### Signal wires on met3, run 1

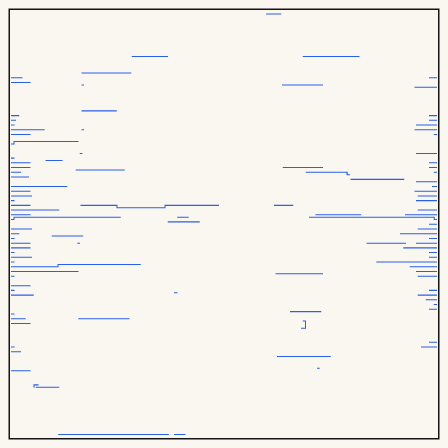
### Sequential cells colored by netlist name, run 1

Other sequential cells in the stronger gray, the rest of the logic in the fainter gray.
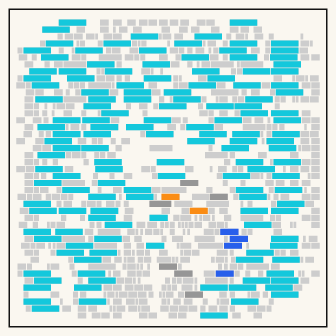
### Pin map, run 1

Pins as bars across the die edge, other pins in gray.
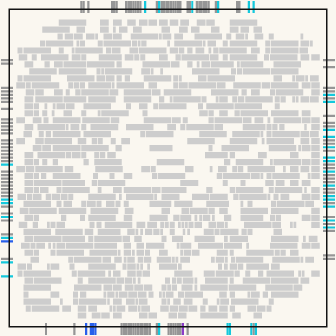
File: config.mk
export PLATFORM = sky130hd
export DESIGN_NAME = rv32_wb_port_arbiter
export DESIGN_NICKNAME = d
export VERILOG_FILES = /design/src/rtl/rv32_wb_pkg.sv /design/src/rtl/rv32_md_result_fifo.sv /design/src/rtl/rv32_wb_port_arbiter.sv
export SDC_FILE = /design/constraint.sdc
export NUM_CORES = 1
export LEC_CHECK = 0
export CAP_MARGIN = 40
export CORE_MARGIN = 2
export CORE_UTILIZATION = 51
export DETAILED_ROUTE_END_ITERATION = 6
export PLACE_DENSITY = 0.78
export SLEW_MARGIN = 25
export SYNTH_ARGS = -nofsm -noshare
export SYNTH_HDL_FRONTEND = slang
export SYNTH_HIERARCHICAL = 1
export SYNTH_SLANG_ARGS = --single-unit
File: constraint.sdc
create_clock -name clk_i -period 5.6 [get_ports clk_i]
set_input_delay 1.68 -clock clk_i [delete_from_list [all_inputs] [get_ports clk_i]]
set_output_delay 1.68 -clock clk_i [all_outputs]
set_load 0.005 [all_outputs]
File: src/rtl/rv32_wb_pkg.sv
// Shared types for the writeback port arbiter: arbiter states, FIFO entry layout,
// and the result-mux select used for mul/div writeback.
package rv32_wb_pkg;

  typedef enum logic [1:0] {
    IDLE,
    PENDING,
    FORCE
  } wb_arb_state_e;

  typedef struct packed {
    logic        valid;
    logic [4:0]  rd;
    logic [31:0] result;
    logic [31:0] instr;
  } md_entry_t;

  localparam logic [1:0] RESULT_SRC_MULDIV = 2'b11;

endpackage

File: src/rtl/rv32_md_result_fifo.sv
// Mul/div completion FIFO with per-entry rd compare so a younger pipeline write can
// invalidate buffered results. WB_ARB_PERF_EN exposes a squash-event flag.
module rv32_md_result_fifo
  import rv32_wb_pkg::*;
#(
  parameter int DEPTH = 2
) (
  input  logic                     clk_i,
  input  logic                     rst_i,
  input  logic                     i_push,
  input  logic [4:0]               i_rd,
  input  logic [31:0]              i_result,
  input  logic [31:0]              i_instr,
  input  logic                     i_pop,
  input  logic                     i_squash,
  input  logic [4:0]               i_squashRd,
  output md_entry_t                o_head,
  output logic [$clog2(DEPTH):0]   o_count
`ifdef WB_ARB_PERF_EN
  ,
  output logic                     o_squashed
`endif
);

  localparam int AW = $clog2(DEPTH);

  md_entry_t        r_mem [DEPTH];
  logic [AW:0]      r_wptr;
  logic [AW:0]      r_rptr;
  logic [AW:0]      w_count;
  logic [DEPTH-1:0] w_hit;

  // Pointers carry one extra wrap bit so full and empty are distinguishable.
  assign w_count = r_wptr - r_rptr;
  assign o_count = w_count;
  assign o_head  = (w_count != '0) ? r_mem[r_rptr[AW-1:0]] : '0;

`ifdef WB_ARB_PERF_EN
  assign o_squashed = |w_hit;
`endif

  always_comb begin
    w_hit = '0;
    for (int i = 0; i < DEPTH; i++) begin
      w_hit[i] = i_squash && r_mem[i].valid && (r_mem[i].rd == i_squashRd);
    end
  end

  always_ff @(posedge clk_i) begin
    if (rst_i) begin
      r_wptr <= '0;
      r_rptr <= '0;
      for (int i = 0; i < DEPTH; i++) begin
        r_mem[i] <= '0;
      end
    end else begin
      for (int i = 0; i < DEPTH; i++) begin
        if (w_hit[i]) begin
          r_mem[i].valid <= 1'b0;
        end
      end
      if (i_pop) begin
        r_mem[r_rptr[AW-1:0]].valid <= 1'b0;
        r_rptr <= r_rptr + (AW+1)'(1);
      end
      // The push slot is never occupied, so it cannot collide with a squash or pop.
      if (i_push) begin
        r_mem[r_wptr[AW-1:0]] <= '{valid: 1'b1, rd: i_rd, result: i_result, instr: i_instr};
        r_wptr <= r_wptr + (AW+1)'(1);
      end
    end
  end

endmodule

File: src/rtl/rv32_wb_port_arbiter.sv
// Shares the register-file write port between the pipeline and buffered mul/div results.
// Optional WB_ARB_PERF_EN adds saturating stall and squash counters.
module rv32_wb_port_arbiter
  import rv32_wb_pkg::*;
#(
  parameter int DEPTH        = 2,
  parameter int STARVE_LIMIT = 4
) (
  input  logic        clk_i,
  input  logic        rst_i,
  input  logic        pipe_wb_valid_i,
  input  logic        pipe_reg_write_i,
  input  logic [4:0]  pipe_rd_i,
  input  logic        md_valid_i,
  output logic        md_ready_o,
  input  logic [4:0]  md_rd_i,
  input  logic [31:0] md_result_i,
  input  logic [31:0] md_instr_i,
  output logic        instr_source_o,
  output logic        result_source_ovr_o,
  output logic [31:0] muldiv_instr_o,
  output logic [31:0] mul_div_result_o,
  output logic        rf_we_o,
  output logic [4:0]  rf_rd_o,
  output logic        pipe_stall_o
`ifdef WB_ARB_PERF_EN
  ,
  output logic [31:0] perf_stall_cnt_o,
  output logic [31:0] perf_squash_cnt_o
`endif
);

  localparam int AW = $clog2(DEPTH);

  wb_arb_state_e r_state;
  logic [3:0]    r_waitCnt;
  logic          r_mdReady;

  md_entry_t     w_head;
  logic [AW:0]   w_count;
  logic [AW:0]   w_countNext;
  logic          w_pipeWrite;
  logic          w_push;
  logic          w_pop;
  logic          w_grantMd;
  logic          w_pipeOwns;
  logic          w_squash;
  logic          w_forceNext;
  logic [1:0]    w_resultSel;
`ifdef WB_ARB_PERF_EN
  logic          w_squashed;
`endif

  assign w_pipeWrite = pipe_wb_valid_i && pipe_reg_write_i;
  // Results targeting x0 are acknowledged but never buffered.
  assign w_push      = md_valid_i && r_mdReady && (md_rd_i != 5'd0);
  assign w_squash    = w_pipeOwns && w_pipeWrite;

  rv32_md_result_fifo #(.DEPTH(DEPTH)) u_fifo (
    .clk_i      (clk_i),
    .rst_i      (rst_i),
    .i_push     (w_push),
    .i_rd       (md_rd_i),
    .i_result   (md_result_i),
    .i_instr    (md_instr_i),
    .i_pop      (w_pop),
    .i_squash   (w_squash),
    .i_squashRd (pipe_rd_i),
    .o_head     (w_head),
    .o_count    (w_count)
`ifdef WB_ARB_PERF_EN
    ,
    .o_squashed (w_squashed)
`endif
  );

  always_comb begin
    w_grantMd  = 1'b0;
    w_pop      = 1'b0;
    w_pipeOwns = 1'b0;
    case (r_state)
      IDLE: w_pipeOwns = 1'b1;
      PENDING: begin
        // A squashed head drains silently while the pipeline keeps the port.
        if (!w_head.valid) begin
          w_pop      = (w_count != '0);
          w_pipeOwns = 1'b1;
        end else if (!w_pipeWrite) begin
          w_grantMd = 1'b1;
          w_pop     = 1'b1;
        end else begin
          w_pipeOwns = 1'b1;
        end
      end
      FORCE: begin
        w_pop     = (w_count != '0);
        w_grantMd = w_head.valid;
      end
      default: w_pipeOwns = 1'b1;
    endcase
  end

  // Starving head is forced only if this cycle's pipeline write does not squash it.
  assign w_forceNext = (r_state == PENDING) && w_head.valid && w_pipeWrite &&
                       (w_head.rd != pipe_rd_i) &&
                       (r_waitCnt + 4'd1 == 4'(STARVE_LIMIT));
  assign w_countNext = w_count + (AW+1)'(w_push) - (AW+1)'(w_pop);

  always_ff @(posedge clk_i) begin
    if (rst_i) begin
      r_state   <= IDLE;
      r_waitCnt <= '0;
      r_mdReady <= 1'b1;
    end else begin
      r_mdReady <= (w_countNext != (AW+1)'(DEPTH));
      if (w_pop) begin
        r_waitCnt <= '0;
      end else if ((r_state == PENDING) && w_head.valid && w_pipeWrite) begin
        r_waitCnt <= r_waitCnt + 4'd1;
      end
      if (w_forceNext) begin
        r_state <= FORCE;
      end else if (w_countNext != '0) begin
        r_state <= PENDING;
      end else begin
        r_state <= IDLE;
      end
    end
  end

  assign w_resultSel         = w_grantMd ? RESULT_SRC_MULDIV : 2'b00;
  assign instr_source_o      = w_grantMd;
  assign result_source_ovr_o = (w_resultSel == RESULT_SRC_MULDIV);
  assign rf_we_o             = w_grantMd || (w_pipeOwns && w_pipeWrite);
  assign rf_rd_o             = w_grantMd ? w_head.rd : (w_pipeOwns ? pipe_rd_i : 5'd0);
  assign muldiv_instr_o      = w_head.instr;
  assign mul_div_result_o    = w_head.result;
  assign pipe_stall_o        = (r_state == FORCE);
  assign md_ready_o          = r_mdReady;

`ifdef WB_ARB_PERF_EN
  logic [31:0] r_perfStall;
  logic [31:0] r_perfSquash;

  always_ff @(posedge clk_i) begin
    if (rst_i) begin
      r_perfStall  <= '0;
      r_perfSquash <= '0;
    end else begin
      if (pipe_stall_o && (r_perfStall != '1)) begin
        r_perfStall <= r_perfStall + 32'd1;
      end
      if (w_squashed && (r_perfSquash != '1)) begin
        r_perfSquash <= r_perfSquash + 32'd1;
      end
    end
  end

  assign perf_stall_cnt_o  = r_perfStall;
  assign perf_squash_cnt_o = r_perfSquash;
`endif

endmodule
==> results.yml, run 1 <==
# implementation run metrics
final_timing:
  timing.hold.ws_ps: 534
  hold_violations: 0
  slew_headroom: 0.457
  max_freq_ghz: 0.192
  finalCriticalPeriod_ps: 5210
  setup-violations-final: 0
  worstMarginPinSlew_ps: 814
  timing.final.crit_share: 0.931
finish:
  design_area_mm2: 0.00947
  finalNetCount: 805
  nNonClkBuffers: 159
  largestClassByArea: "sequential cells"
  comb_share: 0.274
  regArea_mm2: 0.00443
  final_cells: 910
  reg_top3: "u_fifo/r_mem (140), r_waitCnt (4)"
  drive_gt1_frac: 0.0753
  final-clk-cell-share: 0.0571
  mostFrequentLayoutCells: "clkdlybuf4s50_1 (152), and2_1 (138), edfxtp_1 (138)"
worst_setup_path:
  startpoint: "pipe_wb_valid_i"
  path_cells: "clkdlybuf4s50_1 -> nand2_1 -> nand3_1 -> a21oi_2 -> mux2i_1 -> clkdlybuf4s50_1"
  cp.depth: 6
  cp_common_cell: "clkdlybuf4s50_1"
  critPathTopFamily: "buffers and inverters"
  reg2reg_from: "u_fifo/r_wptr[0]"
  required_ps: 3920
  crit_path_max_fanout: 8
logic_synthesis:
  syn_avg_cell_area_um2: 12.6
  flop_cell: "edfxtp_1"
  synth-seq-area-share: 0.610
  topCellsByArea: "edfxtp_1 (57%), and2_1 (12%), mux2i_1 (10%), dfxtp_1 (3.9%), nor2_1 (3.5%)"
  ys_seq_elements: 152
  most_common_cell: "and2_1"
  ys_sh_aoi: 0.0164
  synth_stat.cells: 574
  synth_area_mm2: 0.00725
  synth_top_area_share: 0.572
  mux_area_frac: 0.105
  ys_sh_simple: 0.191
  yosys_area_mm2: 0.00725
  yosysUniqueCellTypes: 41
  fa_ha_area_frac: 0.0121
  ys_async_sr_fraction: 0
power:
  p_sw_frac: 0.265
  p_switching_w: 0.000895
  power_frac_seq: 0.429
  total_power_w: 0.00338
  irDropWorstVdd_uv: 200
  top_power_group: "sequential cells"
  clkPwrFrac: 0.310
place:
  numPortBuffers: 152
  dp_hpwl_mm: 9.43
  placed_cell_area_mm2: 0.00891
die:
  ios: 153
  fp-utilization: 0.522
  chipArea_mm2: 0.0152
worst_hold_path:
  hold_path_startpoint: "u_fifo/r_rptr[0]"
  hold_class: "reg2reg"
  hold_depth: 2
clocking:
  cts_num_sinks: 152
  root_buffer: "clkbuf_16"
  cts_resized: 0
  postCtsHoldBufs: 0
  cts_tree: "built"
  clock_latency_ps: 410
  cts_max_level: 4
drt:
  wl_mm: 14.7
  wl_per_cell_um: 16.1
  ant_nets: 0
global_route:
  use_met2: 0.340
  grt_pass1_vias: 4674
  antenna_found_initial: 1
  use_met1: 0.238
  grt_pass1_wl_mm: 22.6
  busiest_layer: "met2"
flow_run:
  max-cap-violations: 0
outcome:
  run_status: "complete, no violations"
## Picture notes: 'Signal wires on met3'
The layer carries 784 um of wire. The longest straight run is 35.9 um. 92 nets have wire on it. The layer holds 5.3% of the routed length.

## Picture notes: 'Sequential cells colored by netlist name'
Key: `r_waitCnt` = blue [flops 4]; `u_fifo/r_mem` = cyan [flops 140, where all over the die]; `u_fifo/r_rptr` = orange [flops 2]
Another 6 sequential cells are not colored.
seq pwr: 0.00145 W
fraction of area in registers: 0.468
Final Core Density: 0.682

## Picture notes: 'Pin map'
Key: `md_rd_i` = blue [pins 5, direction input, edge 4 bottom, 1 left]; `md_result_i` = cyan [pins 32, direction input, edge 14 right, 7 left, 6 top, 5 bottom]; `rst_i` = purple [pins 1, direction input, edge bottom]
All pins by edge: 41 left, 40 top, 38 right, 34 bottom.

### Routing congestion, run 1

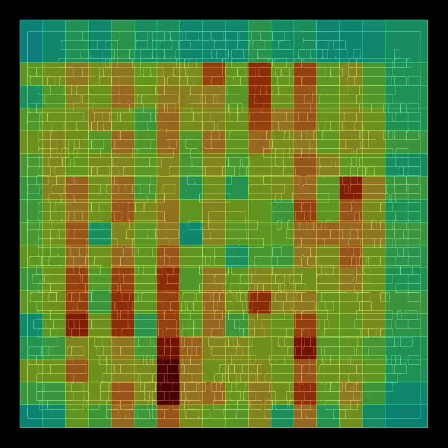

## Run 2: what changed since run 1
RECOVER_POWER = 25   (was unset)
### Routing congestion, run 2

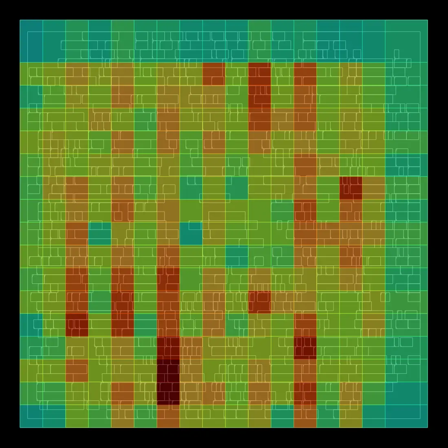
GR Util met1: 0.238
gr usage total: 0.198
met2 GRT Util: 0.340
Routed WL per cell: 16.2 um
Final Core Density: 0.680

==> run 2 against run 1 <==
  * The flow now finishes with violations (max-capacitance violations, max-slew violations)
  * Sequential power about the same
  * Hold slack worse by 2.4 ps
  * Sequential cell count did not move
  * Clock power hardly changed
  * Non-clock buffer count stayed put
  * First-iteration DRC count fell by 11%
  * Global-route usage stayed put
  * Sequential share of layout area rose by 0.17 points
  * Utilization decreased by 0.24 points
  * Clock skew increased by 1.2 ps
  * Fmax hardly changed
  * Largest power group unchanged
  * Highest routed layer unchanged
==> results.yml, run 2 <==
# implementation run metrics
final_timing:
  timing.final.crit_share: 0.931
  drv_slew: 29
  finalCriticalPeriod_ps: 5210
  worstMarginPinSlew_ps: 2300
  timing.hold.ws_ps: 531
  hold_violations: 0
  setup-violations-final: 0
  max_freq_ghz: 0.192
worst_setup_path:
  cp_common_cell: "clkdlybuf4s50_1"
  path_cells: "clkdlybuf4s50_1 -> nand2_1 -> nand3_1 -> a21oi_2 -> mux2i_1 -> clkdlybuf4s50_1"
  required_ps: 3920
  cp.depth: 6
  startpoint: "pipe_wb_valid_i"
logic_synthesis:
  synth-edff-count: 138
  yosysUniqueCellTypes: 41
  mux_area_frac: 0.105
  ys_sh_simple: 0.191
  ys_sh_aoi: 0.0164
  most_common_cell: "and2_1"
  ys_async_sr_fraction: 0
  synth_area_mm2: 0.00725
  flop_cell: "edfxtp_1"
  topCellsByArea: "edfxtp_1 (57%), and2_1 (12%), mux2i_1 (10%), dfxtp_1 (3.9%), nor2_1 (3.5%)"
  synth-seq-area-share: 0.610
  synth_top_area_share: 0.572
  syn_avg_cell_area_um2: 12.6
  ys_seq_elements: 152
  fa_ha_area_frac: 0.0121
finish:
  reg_top3: "u_fifo/r_mem (140), r_waitCnt (4)"
  comb_share: 0.272
  regArea_mm2: 0.00443
  drive_gt1_frac: 0.0685
  final-clk-cell-share: 0.0573
  mostFrequentLayoutCells: "clkdlybuf4s50_1 (148), edfxtp_1 (138), and2_1 (122)"
  largestClassByArea: "sequential cells"
  seq_area_frac: 0.469
global_route:
  grt_pass1_wl_mm: 22.6
  antenna_found_initial: 1
  busiest_layer: "met2"
  grt_pass1_vias: 4674
place:
  placed_cell_area_mm2: 0.00891
  dp_hpwl_mm: 9.43
  numPortBuffers: 152
power:
  top_power_group: "sequential cells"
  power_frac_seq: 0.430
  p_seq_w: 0.00145
  total_power_w: 0.00337
  p_switching_w: 0.000891
  p_sw_frac: 0.264
  clkPwrFrac: 0.311
  irDropWorstVdd_uv: 200
drt:
  wl_mm: 14.7
  ant_nets: 0
clocking:
  postCtsHoldBufs: 0
  cts_max_level: 4
  clock_latency_ps: 410
  cts_tree: "built"
flow_run:
  max-cap-violations: 1
worst_hold_path:
  hold_path_startpoint: "u_fifo/r_rptr[1]"
  hold_depth: 2
  hold_class: "reg2reg"
outcome:
  violations: "max-capacitance violations, max-slew violations"
  run_status: "complete, but fails checks"
die:
  chipArea_mm2: 0.0152
  ios: 153
  fp-utilization: 0.522
## Run 3: what changed since run 2
--- a/config.mk
+++ b/config.mk
@@ -10,2 +10,4 @@
 export CORE_UTILIZATION = 51
+export CTS_CLUSTER_DIAMETER = 150
+export CTS_CLUSTER_SIZE = 10
 export DETAILED_ROUTE_END_ITERATION = 6
==> constraint.sdc (replaced) <==
create_clock -name clk_i -period 5.6 [get_ports clk_i]
set_input_delay 1.12 -clock clk_i [delete_from_list [all_inputs] [get_ports clk_i]]
set_output_delay 1.12 -clock clk_i [all_outputs]
set_load 0.005 [all_outputs]
==> run 3 against run 2 <==
  * The run still ends with max-capacitance violations, max-slew violations left
  * Critical path type is now reg2out
  * Sequential cell count unchanged
  * Largest power group unchanged
  * Non-clock buffer count unchanged
  * Largest cell class unchanged
  * Sequential power about the same
  * Global-route usage increased by 0.064 points
  * Critical path depth increased by 3
  * First-iteration DRC count increased by 6.6%
  * Area after synthesis unchanged
==> results.yml, run 3 <==
# implementation run metrics
outcome:
  run_status: "complete, but fails checks"
  violations: "max-capacitance violations, max-slew violations"
power:
  p_seq_w: 0.00146
  top_power_group: "sequential cells"
  pwr_density_cell_mw_per_mm2: 353
  clkPwrFrac: 0.301
  power_frac_seq: 0.439
  p_switching_w: 0.000882
  comb_power_w: 0.000863
  p_sw_frac: 0.266
  power_frac_comb: 0.260
  total_power_w: 0.00332
  irDropWorstVdd_uv: 215
final_timing:
  setup_tns_ps: 0
  hold_violations: 0
  max_freq_ghz: 0.237
  slew_headroom: -0.348
  finalCriticalPeriod_ps: 4220
  setup_ws_ps: 1380
  setup-violations-final: 0
  timing.hold.ws_ps: 528
  drv_slew: 74
  timing.final.crit_share: 0.754
  worstMarginPinSlew_ps: 2020
worst_setup_path:
  cp.depth: 9
  required_ps: 4480
  startpoint: "u_fifo/r_wptr[0]"
  critPathTopFamily: "simple AND/OR/NAND/NOR gates"
  path_cells: "inv_1 -> ha_1 -> xnor3_1 -> and2_2 -> nor2_1 -> nand3_1 -> a21oi_2 -> mux2i_1 -> clkdlybuf4s50_1"
logic_synthesis:
  synth_top_area_share: 0.572
  ys_seq_elements: 152
  ys_async_sr_fraction: 0
  synth-edff-count: 138
  synth-seq-area-share: 0.610
  ys_sh_simple: 0.191
  most_common_cell: "and2_1"
  topCellsByArea: "edfxtp_1 (57%), and2_1 (12%), mux2i_1 (10%), dfxtp_1 (3.9%), nor2_1 (3.5%)"
  fa_ha_area_frac: 0.0121
  yosysUniqueCellTypes: 41
  mux_area_frac: 0.105
  syn_avg_cell_area_um2: 12.6
  synth_area_mm2: 0.00725
  ys_sh_aoi: 0.0164
  yosys_area_mm2: 0.00725
  flop_cell: "edfxtp_1"
  yosysTopAreaCell: "edfxtp_1"
finish:
  mostFrequentLayoutCells: "clkdlybuf4s50_1 (149), and2_1 (138), edfxtp_1 (138)"
  seq_area_frac: 0.471
  drive_gt1_frac: 0.0656
  largestClassByArea: "sequential cells"
  comb_share: 0.273
  regArea_mm2: 0.00443
  logic_gates: 375
  mostFrequentLayoutCell: "clkdlybuf4s50_1"
  final-clk-cell-share: 0.0550
  finalNetCount: 805
  reg_top3: "u_fifo/r_mem (140), r_waitCnt (4)"
  utilization: 0.677
place:
  placedCellCount: 879
  numPortBuffers: 152
  placed_cell_area_mm2: 0.00889
  dp_hpwl_mm: 9.09
  pre_cts_ws_ps: 1460
drt:
  wl_per_cell_um: 16.0
  via_per_inst: 5.12
  ant_nets: 0
  first_pass_iters: 7
worst_hold_path:
  hold_path_startpoint: "u_fifo/r_rptr[0]"
  hold_depth: 2
  hold_class: "reg2reg"
global_route:
  use_met1: 0.238
  grtUsageTotal: 0.198
  grt_pass1_wl_mm: 22.7
  grt_pass1_vias: 4709
  busiest_layer: "met2"
  antenna_found_initial: 1
  use_met2: 0.344
die:
  fp-utilization: 0.522
  chipArea_mm2: 0.0152
  ios: 153
  die_x_um: 123
flow_run:
  max-cap-violations: 2
clocking:
  cts_max_level: 4
  clockBufferDepth: 2
  cts_tree: "built"
  clock_latency_ps: 420
  cts_setup_buffers: 0
  postCtsHoldBufs: 0
  root_buffer: "clkbuf_16"
### Signal wires on met3, run 3

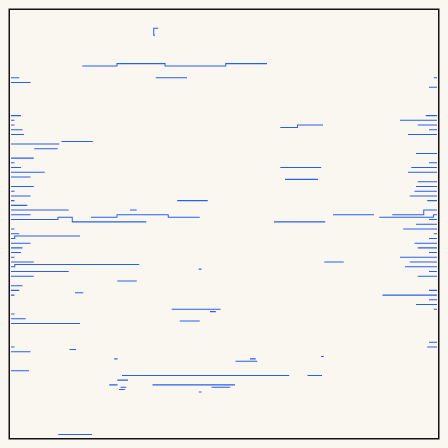
The longest straight run is 47.8 um. The layer carries 813 um of wire. The layer holds 5.6% of the routed length. The wires run mostly horizontal.
met3 usage: 0.0484
final wirelength: 14.6 mm
Via Count: 4667

Power figures rest on the tool's default switching activity, not on a simulated workload.
